**Cell area per tile**

Drawn at 1.5 px/µm. 16 x 22 tiles, from white (low) to dark blue (high), 0 to 100% covered.
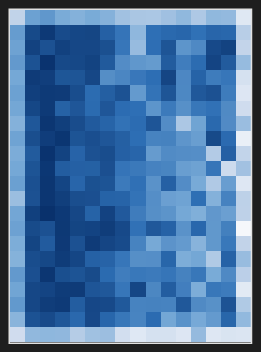
**Sequential cells colored by netlist name**

Drawn at 2 px/µm. Other sequential cells in the stronger gray, the rest of the logic in the fainter gray.
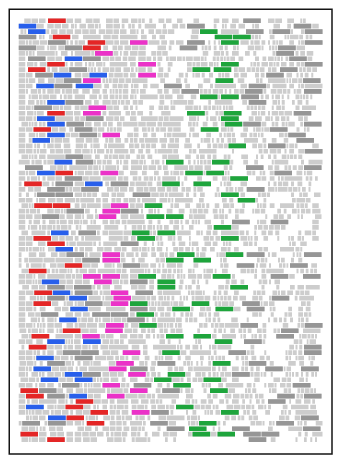
**The clock network**

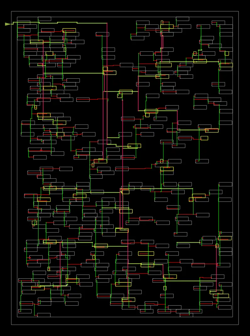
===== src/rtl/csr_regfile_pkg.sv =====
// Shared machine-mode CSR definitions: addresses, bit positions and mtvec modes.
package csr_regfile_pkg;

   localparam int CNT_HALF_W = 32;

   localparam logic [11:0] CSR_MSTATUS   = 12'h300;
   localparam logic [11:0] CSR_MISA      = 12'h301;
   localparam logic [11:0] CSR_MIE       = 12'h304;
   localparam logic [11:0] CSR_MTVEC     = 12'h305;
   localparam logic [11:0] CSR_MSCRATCH  = 12'h340;
   localparam logic [11:0] CSR_MEPC      = 12'h341;
   localparam logic [11:0] CSR_MCAUSE    = 12'h342;
   localparam logic [11:0] CSR_MTVAL     = 12'h343;
   localparam logic [11:0] CSR_MIP       = 12'h344;
   localparam logic [11:0] CSR_MCYCLE    = 12'hB00;
   localparam logic [11:0] CSR_MINSTRET  = 12'hB02;
   localparam logic [11:0] CSR_MCYCLEH   = 12'hB80;
   localparam logic [11:0] CSR_MINSTRETH = 12'hB82;
   localparam logic [11:0] CSR_CYCLE     = 12'hC00;
   localparam logic [11:0] CSR_INSTRET   = 12'hC02;
   localparam logic [11:0] CSR_CYCLEH    = 12'hC80;
   localparam logic [11:0] CSR_INSTRETH  = 12'hC82;
   localparam logic [11:0] CSR_MVENDORID = 12'hF11;
   localparam logic [11:0] CSR_MARCHID   = 12'hF12;
   localparam logic [11:0] CSR_MIMPID    = 12'hF13;
   localparam logic [11:0] CSR_MHARTID   = 12'hF14;

   localparam int MSTATUS_MIE_BIT  = 3;
   localparam int MSTATUS_MPIE_BIT = 7;
   localparam int MSTATUS_MPP_LO   = 11;

   localparam int IRQ_SW_BIT  = 3;
   localparam int IRQ_TMR_BIT = 7;
   localparam int IRQ_EXT_BIT = 11;

   typedef enum logic {
      MTVEC_DIRECT   = 1'b0,
      MTVEC_VECTORED = 1'b1
   } mtvec_mode_e;

endpackage


===== src/rtl/csr_counter64.sv =====
// 64-bit up-counter with independent half writes; any write suppresses that cycle's increment.
module csr_counter64
   import csr_regfile_pkg::*;
(
   input  logic                    clk,
   input  logic                    rst_n,
   input  logic                    inc,
   input  logic                    wr_lo,
   input  logic                    wr_hi,
   input  logic [CNT_HALF_W-1:0]   wr_data,
   output logic [2*CNT_HALF_W-1:0] value
);

   always_ff @(posedge clk or negedge rst_n) begin
      if (!rst_n) begin
         value <= '0;
      end else if (wr_lo || wr_hi) begin
         if (wr_lo) value[CNT_HALF_W-1:0]            <= wr_data;
         if (wr_hi) value[2*CNT_HALF_W-1:CNT_HALF_W] <= wr_data;
      end else if (inc) begin
         value <= value + 1'b1;
      end
   end

endmodule


===== src/rtl/csr_regfile.sv =====
// Machine-mode CSR storage: combinational read port, write-back commit, trap/mret
// state updates and the mcycle/minstret counters.
module csr_regfile
   import csr_regfile_pkg::*;
#(
   parameter int              XLEN        = 32,
   parameter logic [XLEN-1:0] MTVEC_RESET = 32'h0000_0000,
   parameter int              HART_ID     = 0,
   parameter logic [XLEN-1:0] MISA_VAL    = 32'h4000_0100
) (
   input  logic            clk,
   input  logic            rst_n,
   input  logic [11:0]     rd_addr,
   output logic [XLEN-1:0] rd_data,
   output logic            rd_illegal,
   input  logic            rd_wr_intent,
   input  logic            wr_en,
   input  logic [11:0]     wr_addr,
   input  logic [XLEN-1:0] wr_data,
   input  logic            instret_inc,
   input  logic            trap_valid,
   input  logic [XLEN-1:0] trap_cause,
   input  logic [XLEN-1:0] trap_pc,
   input  logic [XLEN-1:0] trap_tval,
   input  logic            mret_valid,
   input  logic            irq_ext,
   input  logic            irq_tmr,
   input  logic            irq_sw,
   output logic [XLEN-1:0] trap_vector,
   output logic [XLEN-1:0] mepc_out,
   output logic            irq_pending
);

   localparam logic [XLEN-1:0] EPC_MASK   = ~XLEN'(3);
   localparam logic [XLEN-1:0] MTVEC_MASK = ~XLEN'(2);

   logic            st_mie, st_mpie;
   logic [2:0]      mie_q;
   logic [XLEN-1:0] mtvec_q, mscratch_q, mepc_q, mcause_q, mtval_q;
   logic [XLEN-1:0] mstatus_val, mie_val, mip_val, vec_base;
   logic [63:0]     mcycle_val, minstret_val;
   logic            wr_commit, impl;

   assign wr_commit = wr_en && !trap_valid && !mret_valid;

   always_comb begin
      mstatus_val = '0;
      mstatus_val[MSTATUS_MPP_LO +: 2] = 2'b11;
      mstatus_val[MSTATUS_MIE_BIT]     = st_mie;
      mstatus_val[MSTATUS_MPIE_BIT]    = st_mpie;
      mie_val = '0;
      mie_val[IRQ_SW_BIT]  = mie_q[0];
      mie_val[IRQ_TMR_BIT] = mie_q[1];
      mie_val[IRQ_EXT_BIT] = mie_q[2];
      mip_val = '0;
      mip_val[IRQ_SW_BIT]  = irq_sw;
      mip_val[IRQ_TMR_BIT] = irq_tmr;
      mip_val[IRQ_EXT_BIT] = irq_ext;
   end

   assign irq_pending = st_mie && |(mip_val & mie_val);
   assign mepc_out    = mepc_q;

   // Vectored offset applies only to interrupts, using this cycle's cause input.
   assign vec_base = {mtvec_q[XLEN-1:2], 2'b00};
   assign trap_vector = (mtvec_mode_e'(mtvec_q[0]) == MTVEC_VECTORED && trap_cause[XLEN-1])
                        ? vec_base + XLEN'({trap_cause[4:0], 2'b00}) : vec_base;

   always_comb begin
      rd_data = '0;
      impl    = 1'b1;
      case (rd_addr)
         CSR_MSTATUS:                          rd_data = mstatus_val;
         CSR_MISA:                             rd_data = MISA_VAL;
         CSR_MIE:                              rd_data = mie_val;
         CSR_MTVEC:                            rd_data = mtvec_q;
         CSR_MSCRATCH:                         rd_data = mscratch_q;
         CSR_MEPC:                             rd_data = mepc_q;
         CSR_MCAUSE:                           rd_data = mcause_q;
         CSR_MTVAL:                            rd_data = mtval_q;
         CSR_MIP:                              rd_data = mip_val;
         CSR_MCYCLE, CSR_CYCLE:                rd_data = mcycle_val[31:0];
         CSR_MCYCLEH, CSR_CYCLEH:              rd_data = mcycle_val[63:32];
         CSR_MINSTRET, CSR_INSTRET:            rd_data = minstret_val[31:0];
         CSR_MINSTRETH, CSR_INSTRETH:          rd_data = minstret_val[63:32];
         CSR_MVENDORID, CSR_MARCHID, CSR_MIMPID: rd_data = '0;
         CSR_MHARTID:                          rd_data = XLEN'(HART_ID);
         default:                              impl = 1'b0;
      endcase
   end

   assign rd_illegal = !impl || (rd_wr_intent && rd_addr[11:10] == 2'b11);

   always_ff @(posedge clk or negedge rst_n) begin
      if (!rst_n) begin
         st_mie     <= 1'b0;
         st_mpie    <= 1'b0;
         mie_q      <= '0;
         mtvec_q    <= MTVEC_RESET & MTVEC_MASK;
         mscratch_q <= '0;
         mepc_q     <= '0;
         mcause_q   <= '0;
         mtval_q    <= '0;
      end else if (trap_valid) begin
         mepc_q   <= trap_pc & EPC_MASK;
         mcause_q <= trap_cause;
         mtval_q  <= trap_tval;
         st_mpie  <= st_mie;
         st_mie   <= 1'b0;
      end else if (mret_valid) begin
         st_mie  <= st_mpie;
         st_mpie <= 1'b1;
      end else if (wr_en) begin
         case (wr_addr)
            CSR_MSTATUS: begin
               st_mie  <= wr_data[MSTATUS_MIE_BIT];
               st_mpie <= wr_data[MSTATUS_MPIE_BIT];
            end
            CSR_MIE:      mie_q <= {wr_data[IRQ_EXT_BIT], wr_data[IRQ_TMR_BIT], wr_data[IRQ_SW_BIT]};
            CSR_MTVEC:    mtvec_q <= wr_data & MTVEC_MASK;
            CSR_MSCRATCH: mscratch_q <= wr_data;
            CSR_MEPC:     mepc_q <= wr_data & EPC_MASK;
            CSR_MCAUSE:   mcause_q <= wr_data;
            CSR_MTVAL:    mtval_q <= wr_data;
            default: ;
         endcase
      end
   end

   csr_counter64 u_mcycle (
      .clk     (clk),
      .rst_n   (rst_n),
      .inc     (1'b1),
      .wr_lo   (wr_commit && wr_addr == CSR_MCYCLE),
      .wr_hi   (wr_commit && wr_addr == CSR_MCYCLEH),
      .wr_data (wr_data),
      .value   (mcycle_val)
   );

   csr_counter64 u_minstret (
      .clk     (clk),
      .rst_n   (rst_n),
      .inc     (instret_inc),
      .wr_lo   (wr_commit && wr_addr == CSR_MINSTRET),
      .wr_hi   (wr_commit && wr_addr == CSR_MINSTRETH),
      .wr_data (wr_data),
      .value   (minstret_val)
   );

endmodule


===== config.mk =====
export PLATFORM = sky130hd
export DESIGN_NAME = csr_regfile
export DESIGN_NICKNAME = d
export VERILOG_FILES = /design/src/rtl/csr_regfile_pkg.sv /design/src/rtl/csr_counter64.sv /design/src/rtl/csr_regfile.sv
export SDC_FILE = /design/constraint.sdc
export NUM_CORES = 1
export LEC_CHECK = 0
export CAP_MARGIN = 10
export CORE_ASPECT_RATIO = 1.4
export CORE_MARGIN = 4
export CORE_UTILIZATION = 56
export CTS_CLUSTER_DIAMETER = 150
export DETAILED_ROUTE_END_ITERATION = 16
export GPL_ROUTABILITY_DRIVEN = 1
export PLACE_DENSITY_LB_ADDON = 0.1
export SLEW_MARGIN = 0
export SYNTH_ARGS = -nofsm -noshare
export SYNTH_HDL_FRONTEND = slang
export SYNTH_SLANG_ARGS = --single-unit

===== constraint.sdc =====
create_clock -name clk -period 2.7 [get_ports clk]
set_input_delay 0.27 -clock clk [delete_from_list [all_inputs] [get_ports clk]]
set_output_delay 0.27 -clock clk [all_outputs]
set_load 0.01 [all_outputs]

==> reports/qor.tcl <==
set qor(warnings) 32
set qor(pwr.group.combinational_mw) 1.66
set qor(ys_chip_area_um2) 18300
set qor(worst_pin_slew_ns) 0.769
set qor(pwr-share-clk_pct) 41.0
set qor(final_util_pct) 77.0
set qor(final.hold.worst_slack_ns) 0.223
set qor(worstSetupStartpointType) {register}
set qor(grt_pass1_vias) 20362
set qor(worst-path-max-fanout) 5
set qor(violations) {setup timing}
set qor(drt_drc_violations_left) 0
set qor(number_of_antenna_violations_at_the_first_check_in_global_routing) 5
set qor(rsz0062_at_grt) {yes}
set qor(min_delay_path_depth) 3
set qor(grt.total_usage_pct) 42.7
set qor(cp_data_required_time_ns) 2.43
set qor(xor_share_pct) 1.54
set qor(grt_use_met2_pct) 70.8
set qor(combinational_share_of_cell_area_pct) 43.2
set qor(top_layer_used) {met5}
set qor(grt_pass1_wl_um) 119000
set qor(synth_top_cell_by_count) {sky130_fd_sc_hd__dfrtp_1}
set qor(placementRows) 78
set qor(cts.hold.buffers_added) 2
set qor(synthesized_area_um2) 18300
set qor(intPower_mw) 7.94
set qor(outcome) {complete, but fails checks}
set qor(net-switching-power_mw) 3.17
set qor(post_synth.cell_area_avg_um2) 8.85
set qor(slowest_stage) {sky130_fd_sc_hd__dfrtp_1}
set qor(layout_top_cell_excl_fill_tap) {sky130_fd_sc_hd__dfrtp_1}
set qor(timing.setup.critical_path_class) {reg -> out}
set qor(timing.final.ws_setup_ns) -0.497
set qor(tritoncts) {built}
set qor(worst_r2r_path_depth) 7
set qor(detailroute.wirelength.met2_um) 37700
set qor(setup_viol) 26
set qor(layout-area-overhead-vs-synth_pct) 36.3
set qor(clockNetworkAreaShare_pct) 4.21
set qor(largest_net_degree_at_the_start_of_global_routing) 190
set qor(post-synth-top-area-cell) {sky130_fd_sc_hd__dfrtp_1}
Back to the opening pictures, 'cell area per tile':
The mean over all tiles is 68%. 47% of the tiles are over 75% full. The fullest tile reaches 100%.

Back to the opening pictures, 'sequential cells colored by netlist name':
Blue stands for mcause_q, placed flops 32, where a vertical strip on the left. Magenta stands for mtvec_q, placed flops 31. Red stands for mepc_out, placed flops 30, where a vertical strip on the left. Green stands for u_mcycle.value, placed flops 64, where a vertical strip down the middle.

Back to the opening pictures, 'the clock network':
flip-flop and latch count: 290
number of buffers inserted during clock tree synthesis: 31
total of clock buffers placed in the layout: 41
Worst Clk Skew: 0.0178 ns
power drawn by the clock network: 4.56 mW

state kept, by name (all words and copies together) (netlist names):
register / cells
u_mcycle.value: 64
u_minstret.value: 64
mcause_q: 32
mscratch_q: 32
mtval_q: 32
mtvec_q: 31
mepc_out: 30
mie_q: 3
st_mie: 1
st_mpie: 1
per-stage QoR:
step           worst slack, ns  std cells  power, mW  setup TNS (ns)
4_1_cts                 -0.335       2950       11.0           -5.83
6_report                -0.497       2962       11.1           -7.17
3_5_place_dp            -0.611       2871       6.49          -28.17
5_1_grt                 -0.499       2962       11.4           -7.67
3_3_place_gp            -0.610       2871       6.43          -27.44
2_1_floorplan            0.398       2064       5.55               0
critical path, delay by kind of cell (launching register included):
kind	cells	cell delay (ns)
AND/OR/NAND/NOR	5	1.53
buffers and inverters	1	0.17
flip-flops	1	0.46
XOR/XNOR	1	0.16
Power and IR drop assume default switching activity.
